## src/rtl/cnn_pkg.sv

```systemverilog
// Shared constants for the conv datapath: pixel width, kernel size, window width and the
// byte position of each kernel tap inside a packed window.
package cnn_pkg;

    localparam int BIT_W = 8;
    localparam int KS    = 3;
    localparam int WIN_W = KS * KS * BIT_W;

    typedef enum logic {
        FILL,
        EMIT
    } win_state_e;

    // Tap (ky,kx) sits at this LSB in a window: (0,0) is the top-left byte at the MSB end.
    function automatic int tap_lsb(input int ky, input int kx);
        return (KS * KS - 1 - (KS * ky + kx)) * BIT_W;
    endfunction

endpackage

```

## src/rtl/line_buffer.sv

```systemverilog
// One image row of storage: combinational read, clocked write. A read and a write to the
// same address in one cycle return the old contents, which is what the window shift needs.
module line_buffer #(
    parameter int DEPTH = 32,
    parameter int WIDTH = 8,
    localparam int AW   = (DEPTH > 1) ? $clog2(DEPTH) : 1
) (
    input  logic             i_clk,
    input  logic             i_we,
    input  logic [AW-1:0]    i_waddr,
    input  logic [WIDTH-1:0] i_wdata,
    input  logic [AW-1:0]    i_raddr,
    output logic [WIDTH-1:0] o_rdata
);

    logic [WIDTH-1:0] mem_q [DEPTH];

    // NOTE: storage is not reset; rows 0/1 of every frame overwrite it before any window is emitted.
    always_ff @(posedge i_clk) begin
        if (i_we) begin
            mem_q[i_waddr] <= i_wdata;
        end
    end

    assign o_rdata = mem_q[i_raddr];

endmodule

```

## src/rtl/conv_window_gen.sv

```systemverilog
// Turns a row-major pixel stream into 3x3 valid-convolution windows, one per accepted pixel
// once two rows and two columns are buffered, behind a single-entry output register.
module conv_window_gen
    import cnn_pkg::*;
#(
    parameter int IMG_W = 32,
    parameter int IMG_H = 32
) (
    input  logic             i_clk,
    input  logic             i_rst_n,
    input  logic             i_clear,
    input  logic             i_valid,
    output logic             o_ready,
    input  logic [BIT_W-1:0] i_pixel,
    output logic             o_valid,
    input  logic             i_ready,
    output logic [WIN_W-1:0] o_window,
    output logic             o_last
);

    localparam int CW = $clog2(IMG_W);
    localparam int RW = $clog2(IMG_H);
    localparam logic [CW-1:0] COL_LAST  = CW'(IMG_W - 1);
    localparam logic [RW-1:0] ROW_LAST  = RW'(IMG_H - 1);
    localparam logic [CW-1:0] COL_EMIT0 = CW'(KS - 1);
    localparam logic [RW-1:0] ROW_EMIT0 = RW'(KS - 1);

    // Ascending packed ranges put tap [0][0] at the MSB, matching the o_window byte order.
    typedef logic [0:KS-1][0:KS-1][BIT_W-1:0] win_t;

    win_state_e       state_q, state_d;
    logic [CW-1:0]    col_q, col_d;
    logic [RW-1:0]    row_q, row_d;
    win_t             win_q, win_d, win_shift;
    logic             valid_q, valid_d;
    logic [WIN_W-1:0] window_q, window_d;
    logic             last_q, last_d;
    logic [BIT_W-1:0] lb0_rdata, lb1_rdata;
    logic             accept, emit_pos, col_wrap;

    assign o_ready  = ~valid_q | i_ready;
    assign accept   = i_valid & o_ready & ~i_clear;
    assign emit_pos = (row_q >= ROW_EMIT0) && (col_q >= COL_EMIT0);
    assign col_wrap = (col_q == COL_LAST);

    assign o_valid  = valid_q;
    assign o_window = window_q;
    assign o_last   = last_q;

    // lb0 holds row-1, lb1 holds row-2; lb1 is fed with what lb0 held for this column.
    line_buffer #(.DEPTH(IMG_W), .WIDTH(BIT_W)) u_lb0 (
        .i_clk   (i_clk),
        .i_we    (accept),
        .i_waddr (col_q),
        .i_wdata (i_pixel),
        .i_raddr (col_q),
        .o_rdata (lb0_rdata)
    );

    line_buffer #(.DEPTH(IMG_W), .WIDTH(BIT_W)) u_lb1 (
        .i_clk   (i_clk),
        .i_we    (accept),
        .i_waddr (col_q),
        .i_wdata (lb0_rdata),
        .i_raddr (col_q),
        .o_rdata (lb1_rdata)
    );

    always_comb begin
        for (int ky = 0; ky < KS; ky++) begin
            for (int kx = 0; kx < KS - 1; kx++) begin
                win_shift[ky][kx] = win_q[ky][kx+1];
            end
        end
        win_shift[0][KS-1] = lb1_rdata;
        win_shift[1][KS-1] = lb0_rdata;
        win_shift[2][KS-1] = i_pixel;
    end

    always_comb begin
        // NOTE: every next-state signal takes its held value first so no path infers a latch.
        state_d  = state_q;
        col_d    = col_q;
        row_d    = row_q;
        win_d    = win_q;
        valid_d  = valid_q;
        window_d = window_q;
        last_d   = last_q;

        if (i_clear) begin
            state_d  = FILL;
            col_d    = '0;
            row_d    = '0;
            win_d    = '0;
            valid_d  = 1'b0;
            window_d = '0;
            last_d   = 1'b0;
        end else if (accept) begin
            win_d   = win_shift;
            col_d   = col_wrap ? '0 : col_q + 1'b1;
            if (col_wrap) begin
                row_d = (row_q == ROW_LAST) ? '0 : row_q + 1'b1;
            end
            valid_d = emit_pos;
            last_d  = emit_pos && col_wrap && (row_q == ROW_LAST);
            if (emit_pos) begin
                window_d = win_shift;
            end
            case (state_q)
                FILL:    if (emit_pos && !col_wrap) state_d = EMIT;
                EMIT:    if (col_wrap) state_d = FILL;
                default: state_d = FILL;
            endcase
        end else if (i_ready) begin
            valid_d = 1'b0;
            last_d  = 1'b0;
        end
    end

    // NOTE: state registers use non-blocking assignments so every flop samples pre-edge values.
    always_ff @(posedge i_clk or negedge i_rst_n) begin
        if (!i_rst_n) begin
            state_q  <= FILL;
            col_q    <= '0;
            row_q    <= '0;
            win_q    <= '0;
            valid_q  <= 1'b0;
            window_q <= '0;
            last_q   <= 1'b0;
        end else begin
            state_q  <= state_d;
            col_q    <= col_d;
            row_q    <= row_d;
            win_q    <= win_d;
            valid_q  <= valid_d;
            window_q <= window_d;
            last_q   <= last_d;
        end
    end

endmodule
```

## config.mk

```make
export PLATFORM = sky130hd
export DESIGN_NAME = conv_window_gen
export DESIGN_NICKNAME = d
export VERILOG_FILES = /design/src/rtl/cnn_pkg.sv /design/src/rtl/line_buffer.sv /design/src/rtl/conv_window_gen.sv
export SDC_FILE = /design/constraint.sdc
export NUM_CORES = 1
export LEC_CHECK = 0
export CAP_MARGIN = 20
export CORE_UTILIZATION = 63
export CTS_BUF_LIST = sky130_fd_sc_hd__clkbuf_8
export CTS_CLUSTER_SIZE = 8
export DETAILED_ROUTE_END_ITERATION = 10
export PLACE_DENSITY_LB_ADDON = 0.05
export SLEW_MARGIN = 20
export SYNTH_ARGS = -nofsm -noshare
export SYNTH_HDL_FRONTEND = slang
export SYNTH_SLANG_ARGS = --single-unit
export TNS_END_PERCENT = 50
```

## constraint.sdc

```tcl
create_clock -name i_clk -period 3.3 [get_ports i_clk]
set_clock_uncertainty 0.1 [all_clocks]
set_input_delay 0.33 -clock i_clk [delete_from_list [all_inputs] [get_ports i_clk]]
set_output_delay 0.33 -clock i_clk [all_outputs]
set_load 0.1 [all_outputs]
```

==> impl_metrics.json, run 1 <==
{
  "drt-initial-drc-count": 1968,
  "bufAreaShareNonClock_pct": 7.92,
  "global_route_wire_length_before_repair_um": 98200,
  "clockBufferCount": 100,
  "asyncSetResetFlopFracSynth_pct": 20.5,
  "multi_input_gate_share_of_the_layout_cell_area_pct": 20.8,
  "critPathCapture": "u_lb1.mem_q[28][3]",
  "drive_above_1_share_pct": 15.1,
  "yosys_cell_count": 1644,
  "r2r_cells": 7,
  "combinationalPower_w": 0.000879,
  "antenna_cells": 0,
  "static-leakage-power_nw": 9.94,
  "floorplan.nets": 1665,
  "synth.top_cells.by_area": "sky130_fd_sc_hd__edfxtp_1 61%, sky130_fd_sc_hd__dfrtp_1 13%, sky130_fd_sc_hd__mux2i_1 10%, sky130_fd_sc_hd__o22ai_1 3.0%, sky130_fd_sc_hd__a21oi_1 2.2%",
  "pwr.group.clock_w": 0.00573,
  "fillCellCount": 2544,
  "tritoncts": "built",
  "worstSetupPathDepth": 7,
  "cell_internal_pwr_w": 0.0120,
  "first_global_vias": 15037,
  "registers_synthesis": 644,
  "inverters": 4,
  "clk_transition_reported_paths_ps": 60,
  "cp.buffers_inverters": 3,
  "taps_inserted": 525,
  "cts.root.buffer_cell": "sky130_fd_sc_hd__clkbuf_8",
  "maxCapViolCount": 0,
  "clock_insertion_delay_worst_skew_ps": 680,
  "gp_routability_congestion": 0.909,
  "clkCellAreaFrac_pct": 5.64,
  "dominant_cells": "sequential cells",
  "met2_length_um": 30800,
  "critPathSlowestCell": "sky130_fd_sc_hd__dfrtp_1",
  "setup_slack_ps": 61.1,
  "finalClockPeriodUsage_pct": 98.1,
  "post_synth_edffs": 512,
  "reg2reg_slack_ps": 60,
  "synth.yosys.chip_area_um2": 25400,
  "synth-seq-area-share_pct": 73.6,
  "multi_input_comb_area_um2": 6140,
  "fin_nets": 1870,
  "layout-area-overhead-vs-synth_pct": 16.1,
  "synth_warn": 0,
  "fin_total_pwr_w": 0.0156,
  "synth_area_um2": 25400,
  "ant_nets": 0,
  "most-common-layout-cells": "512 x sky130_fd_sc_hd__edfxtp_1, 256 x sky130_fd_sc_hd__mux2i_1, 131 x sky130_fd_sc_hd__dfrtp_1",
  "dieWidth_um": 203,
  "timing_worst_setup_path_type": "reg -> reg",
  "detail_route.first_pass.iterations": 7,
  "gr-total-overflow": 0,
  "p_comb_share_pct": 5.6,
  "drc": 0,
  "ys_dominant_reg_cell": "sky130_fd_sc_hd__edfxtp_1",
  "ir_drop_uv": 468,
  "grt_antenna_before_repair": 0,
  "groute.layer.met2.usage_pct": 49.7,
  "r2r_endpoint": "u_lb1.mem_q[28][3]",
  "worstReg2RegStart": "col_q[0]",
  "final-hold-violation-count": 0,
  "met1_length_um": 28000,
  "grt-busiest-layer": "met2",
  "wl_met3_um": 6840,
  "fp-utilization_pct": 63.9,
  "status": "finished, final reports clean",
  "dr.max_layer_used": "met4",
  "detailedPlacementHpwl_um": 41400,
  "ctsLongestPathBuffers": 3,
  "min-delay-path-class": "in -> async",
  "max_slew_margin_pct": 26.7,
  "syn-instance-count": 1644,
  "top_area_cell": "sky130_fd_sc_hd__edfxtp_1",
  "worst_setup_path_start_kind": "flip-flop",
  "n_all_buffers": 229,
  "die_area_um2": 41100,
  "finalMaxSlewViolations": 0,
  "timing.critical_path.fanout_max": 32,
  "core_area_um2": 39700,
  "pwr-share-clk_pct": 36.9,
  "cp_common_cell": "sky130_fd_sc_hd__buf_4",
  "place_worst_setup_slack_ps": -67.6,
  "sequential_cell_power_consumption_w": 0.00894,
  "endpoint_kind": "flip-flop",
  "critical-path-top-delay-family": "simple AND/OR/NAND/NOR gates",
  "setup_repair_after_global_routing_missed_its_margin": "no",
  "timing.critical_path.cells": "or4b_1 > buf_4 > o22ai_1 > nor4_2 > buf_4 > nand2_1 > buf_12",
  "power.switching_w": 0.00356,
  "clock_tree.htree_level_count": 3,
  "grt_max_degree": 96,
  "grt.met3_usage_pct": 6.74,
  "numCtsBuffers": 98,
  "count_of_tool_warnings": 30,
  "multiInputCombCellCount": 872,
  "cts.repair_timing.setup_buffer_count": 0,
  "worst_slew_pin_slew_ps": 1100,
  "post_synth_num_cell_types": 42,
  "layout_top_cell": "sky130_fd_sc_hd__edfxtp_1",
  "power_density_nw_per_um2": 527,
  "register_area_um2": 18700,
  "groute.layer.met1.usage_pct": 49.6,
  "crit_required_ps": 3610,
  "critPathMaxStageDelay_ps": 740,
  "chipHeight_um": 203,
  "drt-vias-per-instance": 6.52,
  "timing.critical_path.arrival_ps": 3550,
  "pwr-share-seq_pct": 57.5,
  "timing.critical_path.from": "col_q[0]",
  "timing.setup.tns_ps": 0,
  "swShare_pct": 22.9,
  "period_needed_ps": 3240,
  "power.group.top": "sequential cells",
  "post-synth-top-area-fraction_pct": 60.5,
  "syn_avg_cell_area_um2": 15.4,
  "maxClockFrequency_mhz": 309
}
run 1: metrics by stage:
step / hold WS, ps / instance area (um^2) / cells
2_1_floorplan: -65.6 / 25400 / 1644
3_3_place_gp: 349 / 27800 / 2272
3_5_place_dp: 346 / 27800 / 2272
4_1_cts: 192 / 29500 / 2439
5_1_grt: 225 / 29500 / 2439
6_report: 202 / 29500 / 2439
run 1: synthesized netlist by cell type (6+ instances only):
cell type / n
sky130_fd_sc_hd__clkbuf_1: 50
sky130_fd_sc_hd__buf_2: 52
sky130_fd_sc_hd__a311oi_1: 31
sky130_fd_sc_hd__dfrtp_1: 132
sky130_fd_sc_hd__nand3_1: 61
sky130_fd_sc_hd__nand2_1: 86
sky130_fd_sc_hd__mux2i_1: 256
sky130_fd_sc_hd__buf_6: 12
sky130_fd_sc_hd__o21ai_0: 20
sky130_fd_sc_hd__o22ai_1: 123
sky130_fd_sc_hd__nor4_1: 32
sky130_fd_sc_hd__edfxtp_1: 512
sky130_fd_sc_hd__ha_1: 8
sky130_fd_sc_hd__nor2_1: 48
sky130_fd_sc_hd__nand4bb_1: 6
sky130_fd_sc_hd__o21ai_1: 40
sky130_fd_sc_hd__a21oi_1: 114
run 1: state kept, by name (all words and copies together), names as in the netlist:
name / flops
u_lb0.mem_q: 256
o_valid: 1
u_lb1.mem_q: 256
col_q: 5
o_window: 72
row_q: 5
o_last: 1
win_q: 48
run 1: timing repair:
action	CTS	global route
setup endpoints to repair	32	0
hold endpoints to repair	104	0
gates resized	1	0
hold buffers	2	0
run 1: logic make-up after synthesis:
family / count (synthesis) / synth area share (%)
simple gates: 267 / 5.26
fa+ha+maj: 8 / 0.394
buf+inv: 128 / 2.55
mux: 256 / 10.1
flops: 644 / 73.6
compound gates: 341 / 8.16
Figure 1. Port wiring (run 1).
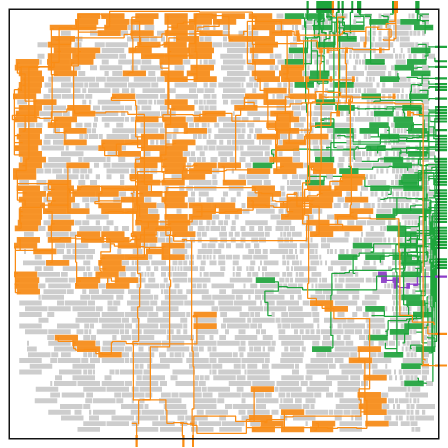
| port | color | bits | direction | edge | end cells | buffers | wire |
|---|---|---|---|---|---|---|---|
| `i_valid` | purple | 1 | input | east | 5 | 1 | 40.2 um |
| `o_window` | green | 72 | output | 55 east, 17 north | 72 | 72 | 2830 um |
| `i_pixel` | orange | 8 | input | 3 south, 3 north, 2 east | 272 | 17 | 4580 um |
count of buffers inserted at the top-level ports: 87
I/O pins: 88

Figure 2. Cell placement (run 1).
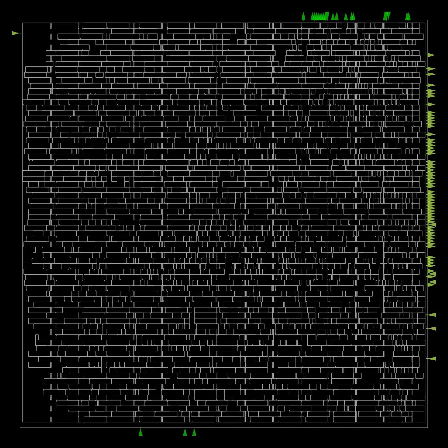
share of the final layout cell area in sequential cells: 63.3%
final design utilization: 74.2%
Final Non-Filler Cells: 2439
flop count: 644
standard-cell row count: 73

Figure 3. Signal wires by layer (run 1).
Scale bar: 50 um.
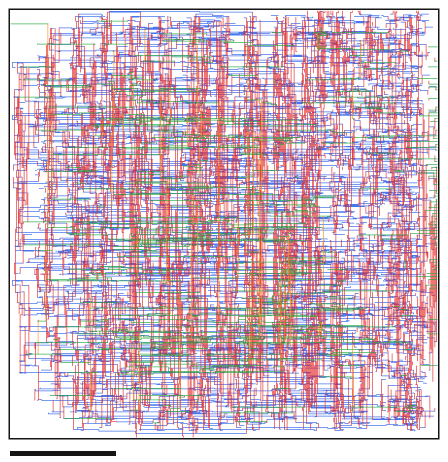
| layer | color | wire length |
|---|---|---|
| M1 | blue | 28.0 mm |
| M2 | red | 30.8 mm |
| M4 | orange | 1610 um |
| M3 | green | 6840 um |
routed length per placed instance: 27.6 um
total number of vias: 15902
total global-route track usage: 33.1%
total routed wirelength: 67300 um

Figure 4. Routed clock nets over the placement (run 1).
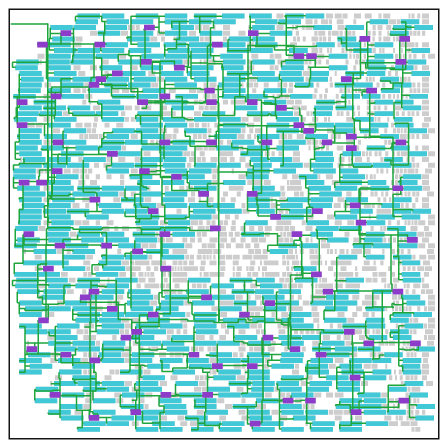
[clock-net drivers] purple | count: 98
[flip-flops] cyan | count: 644
[clock wires] green | length: 7090 um
routed clock nets: 99
flops lie: all over the die

==> inputs of run 2 (changes only) <==
--- a/config.mk
+++ b/config.mk
@@ -6,9 +6,9 @@
 export NUM_CORES = 1
 export LEC_CHECK = 0
 export CAP_MARGIN = 20
+export CORE_ASPECT_RATIO = 0.7
 export CORE_UTILIZATION = 63
 export CTS_BUF_LIST = sky130_fd_sc_hd__clkbuf_8
-export CTS_CLUSTER_SIZE = 8
 export DETAILED_ROUTE_END_ITERATION = 10
 export PLACE_DENSITY_LB_ADDON = 0.05
 export SLEW_MARGIN = 20
Figure 5. Pin placement (run 2).
Pins as bars across the die edge, other pins in gray.
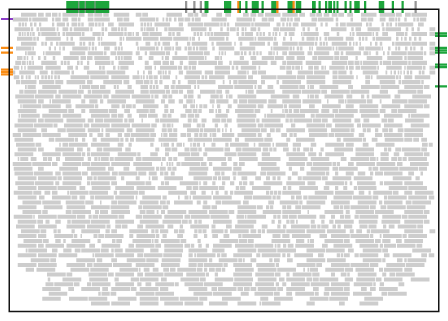
| port | color | pins | direction | edge |
|---|---|---|---|---|
| `i_clk` | purple | 1 | input | west |
| `o_window` | green | 72 | output | 64 north, 8 east |
| `i_pixel` | orange | 8 | input | 5 west, 3 north |
all pins by edge: 74 north, 8 east, 6 west
overall die height: 170 um
width of the chip: 242 um

==> run 2 against run 1 <==
Final cell count increased by 1.8%. Largest power group unchanged. Cell area grew 0.48%. Global-route usage rose by 3.3 points. Power grew 1.7%. Worst setup slack lost 35 ps. Worst hold slack got worse by 150 ps. Highest routed layer unchanged. Utilization rose by 0.44 points.
==> impl_metrics.json, run 2 <==
{
  "total_number_of_vias": 16579,
  "grt_max_degree": 91,
  "synth.top_cells.by_count": "512 x sky130_fd_sc_hd__edfxtp_1, 256 x sky130_fd_sc_hd__mux2i_1, 132 x sky130_fd_sc_hd__dfrtp_1",
  "global_route_wire_length_before_repair_um": 106000,
  "count_of_tool_warnings": 30,
  "timing.final.setup_violations": 0,
  "antenna_cells": 0,
  "cts.root.buffer_cell": "sky130_fd_sc_hd__clkbuf_8",
  "post_drt_wl_per_cell_um": 29.9,
  "ant_nets": 0,
  "power.switching_w": 0.00376,
  "fillCellCount": 2558,
  "die_area_um2": 41100,
  "synth-seq-area-share_pct": 73.6,
  "total_global_route_track_usage_pct": 36.5,
  "placement.cell_area_um2": 27900,
  "worst_slew_pin_slew_ps": 1040,
  "timing.critical_path.arrival_ps": 3680,
  "layout.cell_area.non_filler_um2": 29600,
  "worstSetupPathDepth": 8,
  "post_synth_num_cell_types": 42,
  "clock_tree.htree_level_count": 3,
  "status": "finished, final reports clean",
  "max_slew_margin_pct": 30.3,
  "multi_input_comb_area_um2": 6150,
  "clk_transition_reported_paths_ps": 60,
  "fin_nets": 1895,
  "post_synth_edffs": 512,
  "detailedPlacementHpwl_um": 48500,
  "synth.yosys.chip_area_um2": 25400,
  "io_buffers": 87,
  "syn-instance-count": 1644,
  "finalMaxSlewViolations": 0,
  "crit_required_ps": 3700,
  "synth.mux.area_fraction_pct": 10.1,
  "timing.critical_path.cells": "buf_12 > buf_12 > buf_4 > mux2i_1 > o22ai_1 > nor4_1 > buf_4 > a311oi_1",
  "post-synth-top-area-fraction_pct": 60.5,
  "simple_gate_area_share_pct": 5.26,
  "ir_drop_uv": 412,
  "cell_internal_pwr_w": 0.0121,
  "setup_repair_after_global_routing_missed_its_margin": "no",
  "finalClockPeriodUsage_pct": 99.2,
  "syn_avg_cell_area_um2": 15.4,
  "static-leakage-power_nw": 10.1,
  "adder_share_pct": 0.394,
  "aoi_share_pct": 8.16,
  "final-hold-violation-count": 0,
  "r2r_cells": 8,
  "core_area_um2": 39700,
  "asyncSetResetFlopFracSynth_pct": 20.5,
  "most-common-layout-cells": "512 x sky130_fd_sc_hd__edfxtp_1, 256 x sky130_fd_sc_hd__mux2i_1, 156 x sky130_fd_sc_hd__buf_4",
  "layout_top_cell": "sky130_fd_sc_hd__edfxtp_1",
  "routed_wirelength_um": 74200,
  "endpoint_kind": "flip-flop",
  "yosys_cell_count": 1644,
  "detail_route.first_pass.iterations": 6,
  "clock_insertion_delay_worst_skew_ps": 680,
  "first_global_vias": 15398,
  "drt-vias-per-instance": 6.68,
  "pwr-share-clk_pct": 37.2,
  "floorplan.nets": 1665,
  "logic_family": "multiplexers",
  "period_needed_ps": 3270,
  "drc": 0,
  "drt-initial-drc-count": 2571,
  "top_area_cell": "sky130_fd_sc_hd__edfxtp_1",
  "worst_setup_path_start_kind": "flip-flop",
  "synth_warn": 0,
  "maxClockFrequency_mhz": 305,
  "gr-total-overflow": 0,
  "cts_hold_buf": 1,
  "drive_above_1_share_pct": 17.3,
  "cts.repair_timing.setup_buffer_count": 0,
  "ys_dominant_reg_cell": "sky130_fd_sc_hd__edfxtp_1",
  "maxCapViolCount": 0,
  "synth.top_cells.by_area": "sky130_fd_sc_hd__edfxtp_1 61%, sky130_fd_sc_hd__dfrtp_1 13%, sky130_fd_sc_hd__mux2i_1 10%, sky130_fd_sc_hd__o22ai_1 3.0%, sky130_fd_sc_hd__a21oi_1 2.2%",
  "critical-path-top-delay-family": "buffers and inverters",
  "timing_worst_setup_path_type": "reg -> reg",
  "tritoncts": "built",
  "fp-utilization_pct": 64.0,
  "p_comb_share_pct": 6.3,
  "cp.buffers_inverters": 4,
  "floorplan.rows": 61,
  "post_cts.resized_instances": 3,
  "io_pins": 88,
  "swShare_pct": 23.8,
  "register_area_um2": 18700,
  "utilization_pct": 74.7
}
==> run 2: cell counts after synthesis <==
No cell type changed its count.
==> run 2: power by group through the flow <==
| stage | combinational [W] | sequential, W | clock (W) |
|---|---|---|---|
| 5_1_grt | 0.00103 | 0.00894 | 0.00627 |
| 3_3_place_gp | 0.000949 | 0.00911 | 0 |
| 2_1_floorplan | 0.000456 | 0.00909 | 0 |
| 3_5_place_dp | 0.000964 | 0.00911 | 0 |
| 4_1_cts | 0.000969 | 0.00894 | 0.00591 |
| 6_report | 0.000996 | 0.00894 | 0.00588 |
==> run 2: metal layers <==
metal / vias up / wire length [um] / global-route usage, %
met1: 8292 / 29900 / 55.0
met5: - / 0 / 0
met3: 174 / 10900 / 12.0
met4: 0 / 2390 / 11.9
li1: 6885 / - / -
met2: 1228 / 31100 / 50.1
==> run 2: path summary, 6_finish.rpt <==
kind,start,end,slack [ps]
min in group asynchronous,i_rst_n,o_window[62],170
worst min-delay path,i_clear,o_valid,50
worst min register to register,win_q[14],win_q[14],420
max in group asynchronous,i_rst_n,col_q[1],2130
worst max register to register,col_q[1],o_window[54],30
worst max-delay path,col_q[1],o_window[54],30
==> run 2: through the flow <==
stage	instances	TNS (ps)	setup WS, ps	hold WS, ps
global route	2482	0	31.7	57.5
CTS	2482	0	44.8	28.2
finish	2482	0	26.0	53.4
detailed placement	2315	-878	-29.3	358
global placement	2315	-776	-27.5	356
floorplan	1644	0	53.4	-65.6
==> run 2: area by class of cell <==
class / instances / area share, %
Clock buffer: 101 / 4.69
Clock inverter: 65 / 1.01
Inverter: 4 / 0.0507
Multi-Input combinational cell: 872 / 20.8
Sequential cell: 644 / 63.0
Tap cell: 535 / 2.26
Timing Repair Buffer: 261 / 8.20
==> inputs of run 3 (changes only) <==
--- a/config.mk
+++ b/config.mk
@@ -5,7 +5,7 @@
 export SDC_FILE = /design/constraint.sdc
 export NUM_CORES = 1
 export LEC_CHECK = 0
-export CAP_MARGIN = 20
+export CAP_MARGIN = 10
 export CORE_ASPECT_RATIO = 0.7
 export CORE_UTILIZATION = 63
 export CTS_BUF_LIST = sky130_fd_sc_hd__clkbuf_8
Figure 6. Routed clock nets over the placement (run 3).
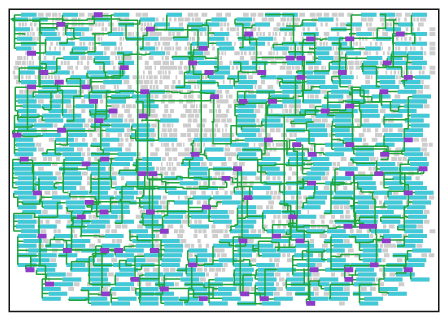
[clock wires] green | length: 7390 um
[clock-net drivers] purple | count: 91
[flip-flops] cyan | count: 644
flops lie: all over the die
routed clock nets: 92

==> run 3 against run 2 <==
Via count is the same. Utilization stayed put. Global-route usage unchanged. Critical endpoint unchanged. Largest power group unchanged.
==> impl_metrics.json, run 3 <==
{
  "final-hold-violation-count": 0,
  "cp.buffers_inverters": 4,
  "fillCellCount": 2558,
  "p_comb_share_pct": 6.3,
  "clock_sink_count": 644,
  "syn_avg_cell_area_um2": 15.4,
  "synth.top_cells.by_area": "sky130_fd_sc_hd__edfxtp_1 61%, sky130_fd_sc_hd__dfrtp_1 13%, sky130_fd_sc_hd__mux2i_1 10%, sky130_fd_sc_hd__o22ai_1 3.0%, sky130_fd_sc_hd__a21oi_1 2.2%",
  "registers_synthesis": 644,
  "utilization_pct": 74.7,
  "core_area_um2": 39700,
  "antenna_cells": 0,
  "die_area_um2": 41100,
  "critical-path-top-delay-family": "buffers and inverters",
  "io_buffers": 87,
  "drc": 0,
  "pwr-share-clk_pct": 37.2,
  "placement.cell_area_um2": 27900,
  "most-common-layout-cells": "512 x sky130_fd_sc_hd__edfxtp_1, 256 x sky130_fd_sc_hd__mux2i_1, 156 x sky130_fd_sc_hd__buf_4",
  "clock_tree.htree_level_count": 3,
  "ys_dominant_reg_cell": "sky130_fd_sc_hd__edfxtp_1",
  "min-delay-path-class": "in -> reg",
  "place_worst_setup_slack_ps": -29.3,
  "top_area_cell": "sky130_fd_sc_hd__edfxtp_1",
  "layout_top_cell": "sky130_fd_sc_hd__edfxtp_1",
  "worst_slew_pin_slew_ps": 1040,
  "ir_drop_uv": 412,
  "gp_routability_congestion": 0.973,
  "setup_repair_after_global_routing_missed_its_margin": "no",
  "period_needed_ps": 3270,
  "syn-instance-count": 1644,
  "power.group.top": "sequential cells",
  "pwr.group.clock_w": 0.00588,
  "first_global_vias": 15398,
  "post_synth_edffs": 512,
  "sequential_cell_power_consumption_w": 0.00894,
  "timing.critical_path.fanout_max": 24,
  "detail_route.first_pass.iterations": 6,
  "clock_insertion_delay_worst_skew_ps": 680,
  "detailedPlacementHpwl_um": 48500,
  "maxClockFrequency_mhz": 305,
  "power_density_nw_per_um2": 534,
  "pwr-share-seq_pct": 56.5,
  "grt_max_degree": 91,
  "place.detailed.instances": 2315,
  "floorplan.rows": 61,
  "total_global_route_track_usage_pct": 36.5,
  "yosys_cell_count": 1644,
  "timing.critical_path.arrival_ps": 3680,
  "layout.cells.non_filler": 2482,
  "max_slew_margin_pct": 30.3,
  "drt-vias-per-instance": 6.68,
  "static-leakage-power_nw": 10.1,
  "gr-total-overflow": 0,
  "fp-utilization_pct": 64.0,
  "io_pins": 88,
  "crit_required_ps": 3700,
  "post-synth-top-area-fraction_pct": 60.5,
  "fin_total_pwr_w": 0.0158,
  "combinationalPower_w": 0.000996,
  "global_route_wire_length_before_repair_um": 106000,
  "routed_wirelength_um": 74200,
  "finalMaxSlewViolations": 0,
  "asyncSetResetFlopFracSynth_pct": 20.5,
  "synth_area_um2": 25400,
  "numCtsBuffers": 91,
  "status": "finished, final reports clean",
  "endpoint_kind": "flip-flop",
  "setup_slack_ps": 26.0,
  "cts.root.buffer_cell": "sky130_fd_sc_hd__clkbuf_8",
  "total_number_of_vias": 16579,
  "synth.yosys.chip_area_um2": 25400,
  "ant_nets": 0,
  "timing.final.setup_violations": 0,
  "power.switching_w": 0.00376,
  "critPathSlowestCell": "sky130_fd_sc_hd__dfrtp_4",
  "synth-seq-area-share_pct": 73.6,
  "count_of_tool_warnings": 30,
  "layout.cell_area.non_filler_um2": 29600,
  "synth_warn": 0,
  "grt_antenna_before_repair": 1,
  "dieWidth_um": 242,
  "timing_worst_setup_path_type": "reg -> reg",
  "drt-initial-drc-count": 2571,
  "post_drt_wl_per_cell_um": 29.9,
  "yosysMostFrequentCell": "sky130_fd_sc_hd__edfxtp_1",
  "worst_setup_path_start_kind": "flip-flop",
  "fin_nets": 1895,
  "whs_ps": 53.4,
  "swShare_pct": 23.8,
  "layout-area-overhead-vs-synth_pct": 16.7,
  "floorplan.nets": 1665,
  "post_synth_num_cell_types": 42,
  "synth.top_cells.by_count": "512 x sky130_fd_sc_hd__edfxtp_1, 256 x sky130_fd_sc_hd__mux2i_1, 132 x sky130_fd_sc_hd__dfrtp_1",
  "tritoncts": "built",
  "chipHeight_um": 170,
  "cell_internal_pwr_w": 0.0121,
  "maxCapViolCount": 0,
  "critPathMaxStageDelay_ps": 770,
  "ctsLongestPathBuffers": 3,
  "finalClockPeriodUsage_pct": 99.2,
  "clk_transition_reported_paths_ps": 60,
  "timing.setup.tns_ps": 0,
  "drive_above_1_share_pct": 17.3,
  "timing.critical_path.cells": "buf_12 > buf_12 > buf_4 > mux2i_1 > o22ai_1 > nor4_1 > buf_4 > a311oi_1"
}
==> run 3: path summary, 6_finish.rpt <==
check / startpoint / endpoint / slack [ps] / depth (start not counted)
max in group asynchronous: i_rst_n / col_q[1] / 2130 / 3
min in group asynchronous: i_rst_n / o_window[62] / 170 / 2
setup / recovery: col_q[1] / o_window[54] / 30 / 8
setup reg to reg: col_q[1] / o_window[54] / 30 / 8
hold reg to reg: win_q[14] / win_q[14] / 420 / 2
hold / removal: i_clear / o_valid / 50 / 2
==> run 3: layout make-up <==
class	count	area (um^2)	share of cell area, %
flip-flops and latches	644	18700	63.0
clock buffers	101	1390	4.69
clock inverters	65	300	1.01
inverters	4	15.0	0.0507
well taps	535	669	2.26
multi-input cells	872	6150	20.8
repair buffers	261	2430	8.20
==> run 3: logic make-up after synthesis <==
| kind of cell | after synthesis | synth area share (%) |
|---|---|---|
| flip-flops | 644 | 73.6 |
| AND-OR/OR-AND | 341 | 8.16 |
| AND/OR/NAND/NOR | 267 | 5.26 |
| multiplexers | 256 | 10.1 |
| buffers and inverters | 128 | 2.55 |
| adder cells (fa/ha/maj) | 8 | 0.394 |
==> run 3: what timing repair did <==
| item | CTS | global route |
|---|---|---|
| buffers inserted | 0 | 0 |
| setup endpoints to repair | 54 | 64 |
| endpoints found under the hold margin | 89 | 0 |
| gates resized | 3 | 2 |
| hold buffers | 1 | 0 |
==> run 3: metal layers <==
layer	GRT usage (%)	wire [um]
met3	12.0	10900
met1	55.0	29900
met4	11.9	2390
met2	50.1	31100
met5	0	0
No activity file was given, so power comes from the tool's default toggle rates.
